### config.mk
export PLATFORM = sky130hd
export DESIGN_NAME = serial_host_bridge
export DESIGN_NICKNAME = d
export VERILOG_FILES = /design/src/rtl/serial_bridge_pkg.sv /design/src/rtl/serial_host_bridge_sync_fifo.sv /design/src/rtl/serial_host_bridge.sv
export SDC_FILE = /design/constraint.sdc
export NUM_CORES = 1
export LEC_CHECK = 0
export ABC_AREA = 1
export ABC_CLOCK_PERIOD_IN_PS = 6230
export CAP_MARGIN = 20
export CORE_UTILIZATION = 45
export DETAILED_ROUTE_END_ITERATION = 10
export PLACE_DENSITY_LB_ADDON = 0.2
export SLEW_MARGIN = 20
export SYNTH_ARGS = -nofsm -noshare
export SYNTH_HDL_FRONTEND = slang
export SYNTH_HIERARCHICAL = 1
export SYNTH_SLANG_ARGS = --single-unit
### constraint.sdc
create_clock -name clock -period 6.23 [get_ports clock]
set_clock_uncertainty 0.15 [all_clocks]
set_input_delay 0.623 -clock clock [delete_from_list [all_inputs] [get_ports clock]]
set_output_delay 0.623 -clock clock [all_outputs]
set_load 0.1 [all_outputs]
### src/rtl/serial_bridge_pkg.sv
// Shared types and constants for the serial host bridge and its UART engines.
package serial_bridge_pkg;

  typedef enum logic [1:0] {
    IDLE,
    START,
    DATA,
    STOP
  } uart_state_t;

  localparam int unsigned DATA_BITS  = 8;
  localparam logic        IDLE_LEVEL = 1'b1;

endpackage

### src/rtl/serial_host_bridge_sync_fifo.sv
// Single-clock FIFO with first-word fall-through output. The head byte is
// held in a register so the output is defined after reset and keeps its last
// value once the FIFO drains.
module sync_fifo #(
  parameter int unsigned W  = 8,
  parameter int unsigned AW = 4
) (
  input  logic         clk,
  input  logic         rst,
  input  logic         push,
  input  logic [W-1:0] din,
  input  logic         pop,
  output logic [W-1:0] dout,
  output logic         empty,
  output logic         full
);

  localparam int unsigned DEPTH      = 1 << AW;
  localparam logic [AW:0] COUNT_FULL = (AW+1)'(DEPTH);

  logic [W-1:0]  mem_q [DEPTH];
  logic [AW-1:0] wr_ptr_q, wr_ptr_d;
  logic [AW-1:0] rd_ptr_q, rd_ptr_d;
  logic [AW:0]   count_q, count_d;
  logic [W-1:0]  head_q, head_d;
  logic          push_eff, pop_eff;

  assign empty = (count_q == '0);
  assign full  = (count_q == COUNT_FULL);
  assign dout  = head_q;

  // Pointer/count bookkeeping and next head-of-queue selection.
  always_comb begin
    push_eff = push && !full;
    pop_eff  = pop && !empty;
    wr_ptr_d = push_eff ? wr_ptr_q + AW'(1) : wr_ptr_q;
    rd_ptr_d = pop_eff ? rd_ptr_q + AW'(1) : rd_ptr_q;
    count_d  = count_q;
    if (push_eff && !pop_eff) begin
      count_d = count_q + (AW+1)'(1);
    end else if (pop_eff && !push_eff) begin
      count_d = count_q - (AW+1)'(1);
    end
    // The new head is the byte being written this cycle when the read
    // pointer lands on the slot under write; otherwise it is already in mem.
    head_d = head_q;
    if (count_d != '0) begin
      if (push_eff && (rd_ptr_d == wr_ptr_q)) begin
        head_d = din;
      end else begin
        head_d = mem_q[rd_ptr_d];
      end
    end
  end

  // Control state registers.
  always_ff @(posedge clk) begin
    if (rst) begin
      wr_ptr_q <= '0;
      rd_ptr_q <= '0;
      count_q  <= '0;
      head_q   <= '0;
    end else begin
      wr_ptr_q <= wr_ptr_d;
      rd_ptr_q <= rd_ptr_d;
      count_q  <= count_d;
      head_q   <= head_d;
    end
  end

  // Storage array; contents are don't-care until written.
  always_ff @(posedge clk) begin
    if (push_eff) begin
      mem_q[wr_ptr_q] <= din;
    end
  end

endmodule

### src/rtl/serial_host_bridge.sv
// Serial host bridge: CPU byte port <-> TX/RX FIFOs <-> 8N1 UART.
// Optional build macro SERIAL_BRIDGE_LOOPBACK_EN routes the internal TX line
// into the RX synchronizer and parks uart_tx_out at idle.
module serial_host_bridge
  import serial_bridge_pkg::*;
#(
  parameter int unsigned CLKS_PER_BIT = 434,
  parameter int unsigned FIFO_AW      = 4
) (
  input  logic       clock,
  input  logic       reset,
  input  logic [7:0] cpu_wdata_in,
  input  logic       cpu_wren_in,
  input  logic       cpu_rden_in,
  output logic [7:0] cpu_rdata_out,
  output logic       cpu_valid_out,
  output logic       cpu_ready_out,
  input  logic       uart_rx_in,
  output logic       uart_tx_out,
  output logic       framing_err_out,
  output logic       overrun_out
);

  localparam int unsigned CW       = $clog2(CLKS_PER_BIT);
  localparam logic [CW-1:0] BIT_LAST = CW'(CLKS_PER_BIT - 1);
  localparam logic [CW-1:0] BIT_HALF = CW'(CLKS_PER_BIT / 2);
  localparam logic [2:0]    LAST_BIT = 3'(DATA_BITS - 1);

  // FIFO interconnect
  logic [7:0] tx_head;
  logic       tx_empty, tx_full, tx_pop;
  logic [7:0] rx_head;
  logic       rx_empty, rx_full, rx_push;

  sync_fifo #(.W(8), .AW(FIFO_AW)) tx_fifo (
    .clk   (clock),
    .rst   (reset),
    .push  (cpu_wren_in),
    .din   (cpu_wdata_in),
    .pop   (tx_pop),
    .dout  (tx_head),
    .empty (tx_empty),
    .full  (tx_full)
  );

  // TX engine state
  uart_state_t tx_state_q, tx_state_d;
  logic [CW-1:0] tx_cnt_q, tx_cnt_d;
  logic [2:0]    tx_bit_q, tx_bit_d;
  logic [7:0]    tx_shift_q, tx_shift_d;
  logic          tx_line_q, tx_line_d;
  logic          tx_bit_end;

  // TX next-state: the line level is registered from the current state, so
  // each level appears one cycle after its state and lasts CLKS_PER_BIT.
  always_comb begin
    tx_state_d = tx_state_q;
    tx_cnt_d   = tx_cnt_q;
    tx_bit_d   = tx_bit_q;
    tx_shift_d = tx_shift_q;
    tx_line_d  = IDLE_LEVEL;
    tx_pop     = 1'b0;
    tx_bit_end = (tx_cnt_q == BIT_LAST);
    unique case (tx_state_q)
      IDLE: begin
        tx_line_d = IDLE_LEVEL;
        tx_cnt_d  = '0;
        if (!tx_empty) begin
          tx_pop     = 1'b1;
          tx_shift_d = tx_head;
          tx_bit_d   = '0;
          tx_state_d = START;
        end
      end
      START: begin
        tx_line_d = 1'b0;
        tx_cnt_d  = tx_bit_end ? '0 : tx_cnt_q + CW'(1);
        if (tx_bit_end) begin
          tx_bit_d   = '0;
          tx_state_d = DATA;
        end
      end
      DATA: begin
        tx_line_d = tx_shift_q[0];
        tx_cnt_d  = tx_bit_end ? '0 : tx_cnt_q + CW'(1);
        if (tx_bit_end) begin
          tx_shift_d = {1'b0, tx_shift_q[7:1]};
          if (tx_bit_q == LAST_BIT) begin
            tx_state_d = STOP;
          end else begin
            tx_bit_d = tx_bit_q + 3'd1;
          end
        end
      end
      STOP: begin
        tx_line_d = IDLE_LEVEL;
        tx_cnt_d  = tx_bit_end ? '0 : tx_cnt_q + CW'(1);
        if (tx_bit_end) begin
          // Chain straight into the next start bit when more data waits.
          if (!tx_empty) begin
            tx_pop     = 1'b1;
            tx_shift_d = tx_head;
            tx_bit_d   = '0;
            tx_state_d = START;
          end else begin
            tx_state_d = IDLE;
          end
        end
      end
    endcase
  end

  // TX engine registers.
  always_ff @(posedge clock) begin
    if (reset) begin
      tx_state_q <= IDLE;
      tx_cnt_q   <= '0;
      tx_bit_q   <= '0;
      tx_shift_q <= '0;
      tx_line_q  <= IDLE_LEVEL;
    end else begin
      tx_state_q <= tx_state_d;
      tx_cnt_q   <= tx_cnt_d;
      tx_bit_q   <= tx_bit_d;
      tx_shift_q <= tx_shift_d;
      tx_line_q  <= tx_line_d;
    end
  end

  // Line-side routing
  logic rx_src;
`ifdef SERIAL_BRIDGE_LOOPBACK_EN
  assign rx_src      = tx_line_q;
  assign uart_tx_out = IDLE_LEVEL;
`else
  assign rx_src      = uart_rx_in;
  assign uart_tx_out = tx_line_q;
`endif

  // RX engine state
  logic          rx_meta_q, rx_meta_d;
  logic          rx_sync_q, rx_sync_d;
  logic          rx_prev_q, rx_prev_d;
  uart_state_t   rx_state_q, rx_state_d;
  logic [CW-1:0] rx_cnt_q, rx_cnt_d;
  logic [2:0]    rx_bit_q, rx_bit_d;
  logic [7:0]    rx_shift_q, rx_shift_d;
  logic          ferr_q, ferr_d;
  logic          ovr_q, ovr_d;
  logic          rx_bit_end;

  // RX next-state. The counter is loaded with 1 on the edge cycle so the
  // start sample at BIT_HALF lands mid-bit; later samples follow every bit.
  always_comb begin
    rx_meta_d  = rx_src;
    rx_sync_d  = rx_meta_q;
    rx_prev_d  = rx_sync_q;
    rx_state_d = rx_state_q;
    rx_cnt_d   = rx_cnt_q;
    rx_bit_d   = rx_bit_q;
    rx_shift_d = rx_shift_q;
    ferr_d     = 1'b0;
    ovr_d      = 1'b0;
    rx_push    = 1'b0;
    rx_bit_end = (rx_cnt_q == BIT_LAST);
    unique case (rx_state_q)
      IDLE: begin
        rx_cnt_d = '0;
        if (rx_prev_q && !rx_sync_q) begin
          rx_cnt_d   = CW'(1);
          rx_state_d = START;
        end
      end
      START: begin
        if (rx_cnt_q == BIT_HALF) begin
          rx_cnt_d   = '0;
          rx_bit_d   = '0;
          rx_state_d = rx_sync_q ? IDLE : DATA;
        end else begin
          rx_cnt_d = rx_cnt_q + CW'(1);
        end
      end
      DATA: begin
        rx_cnt_d = rx_bit_end ? '0 : rx_cnt_q + CW'(1);
        if (rx_bit_end) begin
          rx_shift_d = {rx_sync_q, rx_shift_q[7:1]};
          if (rx_bit_q == LAST_BIT) begin
            rx_state_d = STOP;
          end else begin
            rx_bit_d = rx_bit_q + 3'd1;
          end
        end
      end
      STOP: begin
        rx_cnt_d = rx_bit_end ? '0 : rx_cnt_q + CW'(1);
        if (rx_bit_end) begin
          rx_state_d = IDLE;
          if (!rx_sync_q) begin
            ferr_d = 1'b1;
          end else if (rx_full) begin
            ovr_d = 1'b1;
          end else begin
            rx_push = 1'b1;
          end
        end
      end
    endcase
  end

  // RX engine and synchronizer registers.
  always_ff @(posedge clock) begin
    if (reset) begin
      rx_meta_q  <= IDLE_LEVEL;
      rx_sync_q  <= IDLE_LEVEL;
      rx_prev_q  <= IDLE_LEVEL;
      rx_state_q <= IDLE;
      rx_cnt_q   <= '0;
      rx_bit_q   <= '0;
      rx_shift_q <= '0;
      ferr_q     <= 1'b0;
      ovr_q      <= 1'b0;
    end else begin
      rx_meta_q  <= rx_meta_d;
      rx_sync_q  <= rx_sync_d;
      rx_prev_q  <= rx_prev_d;
      rx_state_q <= rx_state_d;
      rx_cnt_q   <= rx_cnt_d;
      rx_bit_q   <= rx_bit_d;
      rx_shift_q <= rx_shift_d;
      ferr_q     <= ferr_d;
      ovr_q      <= ovr_d;
    end
  end

  sync_fifo #(.W(8), .AW(FIFO_AW)) rx_fifo (
    .clk   (clock),
    .rst   (reset),
    .push  (rx_push),
    .din   (rx_shift_q),
    .pop   (cpu_rden_in),
    .dout  (rx_head),
    .empty (rx_empty),
    .full  (rx_full)
  );

  assign cpu_rdata_out   = rx_head;
  assign cpu_valid_out   = !rx_empty;
  assign cpu_ready_out   = !tx_full;
  assign framing_err_out = ferr_q;
  assign overrun_out     = ovr_q;

endmodule

==> reports/notes.md <==
Synthesis
* **area share of the leading cell type in the synthesized netlist** 47.2%
* **synthesis-stage register bit count** 348
* **most numerous cell in the Yosys netlist** sky130_fd_sc_hd__nand3_1
* **top cells by area, synth** sky130_fd_sc_hd__edfxtp_1 47%, sky130_fd_sc_hd__dfxtp_1 11%, sky130_fd_sc_hd__nand3_1 10%
* **fraction of synthesized area in multiplexers** 0%
* **Gate Count Post-Synth** 1739
* **Synth Area in XOR/XNOR** 0.699%
* **library cell occupying the most area in the post-synthesis netlist** sky130_fd_sc_hd__edfxtp_1
* **top cells by instance count after synthesis** 334 x sky130_fd_sc_hd__nand3_1, 317 x sky130_fd_sc_hd__nand2_1, 259 x sky130_fd_sc_hd__inv_1
* **ys cells** 1739
* **mean instance size in the synthesized netlist** 9.37 um2
* **number of warnings issued by yosys** 6
* **EDFF count, synth** 256
* **net count after synthesis** 1779
* **post-synthesis share of cell area spent on full adders, half adders and majority gates** 2.07%
* **AO/OA Area Share** 3.83%

Power and ir drop
* **total power** 0.00749 W
* **Combinational Power Share** 35.1%
* **Comb group** 0.00263 W
* **worst ir drop on vdd** 0.000552 V
* **register share of total power** 36.0%
* **proportion of power drawn by the clock network** 28.9%
* **Leakage** 7.35 nW
* **group drawing the most power** sequential cells
* **net switching fraction of the power** 37.8%
* **power in sequential cells** 0.00269 W
* **clock group power** 0.00216 W

Worst setup path
* **number of cells on the worst reg-to-reg path** 15
* **most frequent CP cell** sky130_fd_sc_hd__nand2_4
* **series of cell instances along the critical path** inv_1 -> ha_1 -> nor3b_2 -> nand3_2 -> nor2_1 -> o21a_1 -> nand2_4 -> nand2_4 -> nand2_4 -> nor2_1 -> nor3_4 -> nand3_4 -> nand3_1 -> nand2_1 -> a21oi_1
* **Max Fanout on Critical Path** 68
* **cell with the biggest individual delay on the critical path** sky130_fd_sc_hd__nand2_4
* **critical path required time** 6.53 ns
* **crit path DAT** 4.11 ns
* **R2R setup slack** 2.42 ns
* **crit path kind** reg2reg
* **number of stages on the worst setup path** 15

Finish
* **Area growth, synth to finish** 10.7%
* **Fill cells** 3256
* **Signal inverters** 274
* **most frequent logic cells in the routed design** 334 x sky130_fd_sc_hd__nand3_1, 316 x sky130_fd_sc_hd__nand2_1, 259 x sky130_fd_sc_hd__inv_1
* **post-route standard cell area excluding fillers** 18000 um2
* **FF+latch count** 348
* **count of multi-input combinational gates** 1046
* **antenna cell count** 0
* **layout buffering overhead excluding clock cells** 1.57%
* **Commonest Layout Cell** sky130_fd_sc_hd__nand3_1
* **Seq/total area** 52.8%

Timing
* **max-slew violation count** 0
* **setup violation total in the final timing report** 0
* **Final Hold Violation Tally** 0
* **worst hold slack** 0.287 ns
* **max_slew headroom** 29.5%

Clocking
* **Worst-Skew Late Latency** 0.53 ns
* **clock root buffer** sky130_fd_sc_hd__clkbuf_16
* **number of buffers inserted by hold repair at cts** 0
* **number of levels the H-tree was split into** 2
* **postcts setup bufs** 0
* **clock tree from TritonCTS** built

Place
* **final weighted congestion in routability-driven placement** 0.856
* **PortBufs** 25
* **post-DP HPWL** 22700 um

Route
* **number of vias per cell** 5.26
* **top routing layer in use** met4
* **number of remaining DRC errors** 0
* **Met2 Routed Length** 17500 um
* **number of iterations in the first detailed-routing pass** 5

Floorplanning
* **width of the die** 192 um
* **core area** 35600 um2
* **Well Taps** 461
* **Initial Util** 45.8%

GRT
* **grt met3 use** 2.87%
* **wire length of the first global-routing pass** 58600 um
* **total gr overflow** 0
* **met1 track demand over resource in global routing** 27.8%
* **number of global-route vias before repair** 11000

Run status
* **status** completed

Worst hold path
* **beginning of the worst hold path** rx_meta_q$_SDFF_PP1_

==> images/met4.png <==
Cells faint in the background.
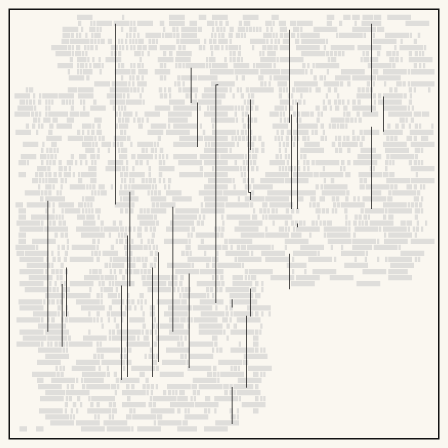
The layer carries 1030 um of wire. 18 nets have wire on it.
routed wire length: 37200 um
via count: 11700

==> images/metal_stack.png <==
Only two layers are drawn.
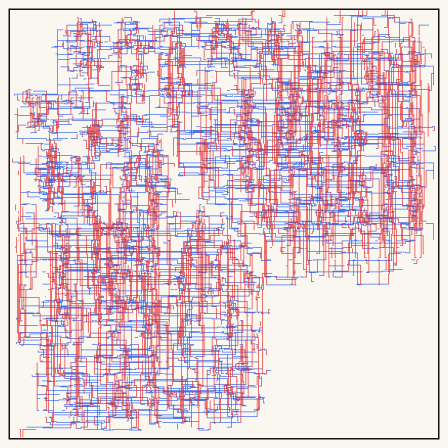
met2: shown in red, wire length 17500 um. met1: shown in blue, wire length 16700 um.
routed length per placed instance: 16.7 um
GRT Util Overall: 20.3%

Power is estimated from default activity; no workload was simulated.
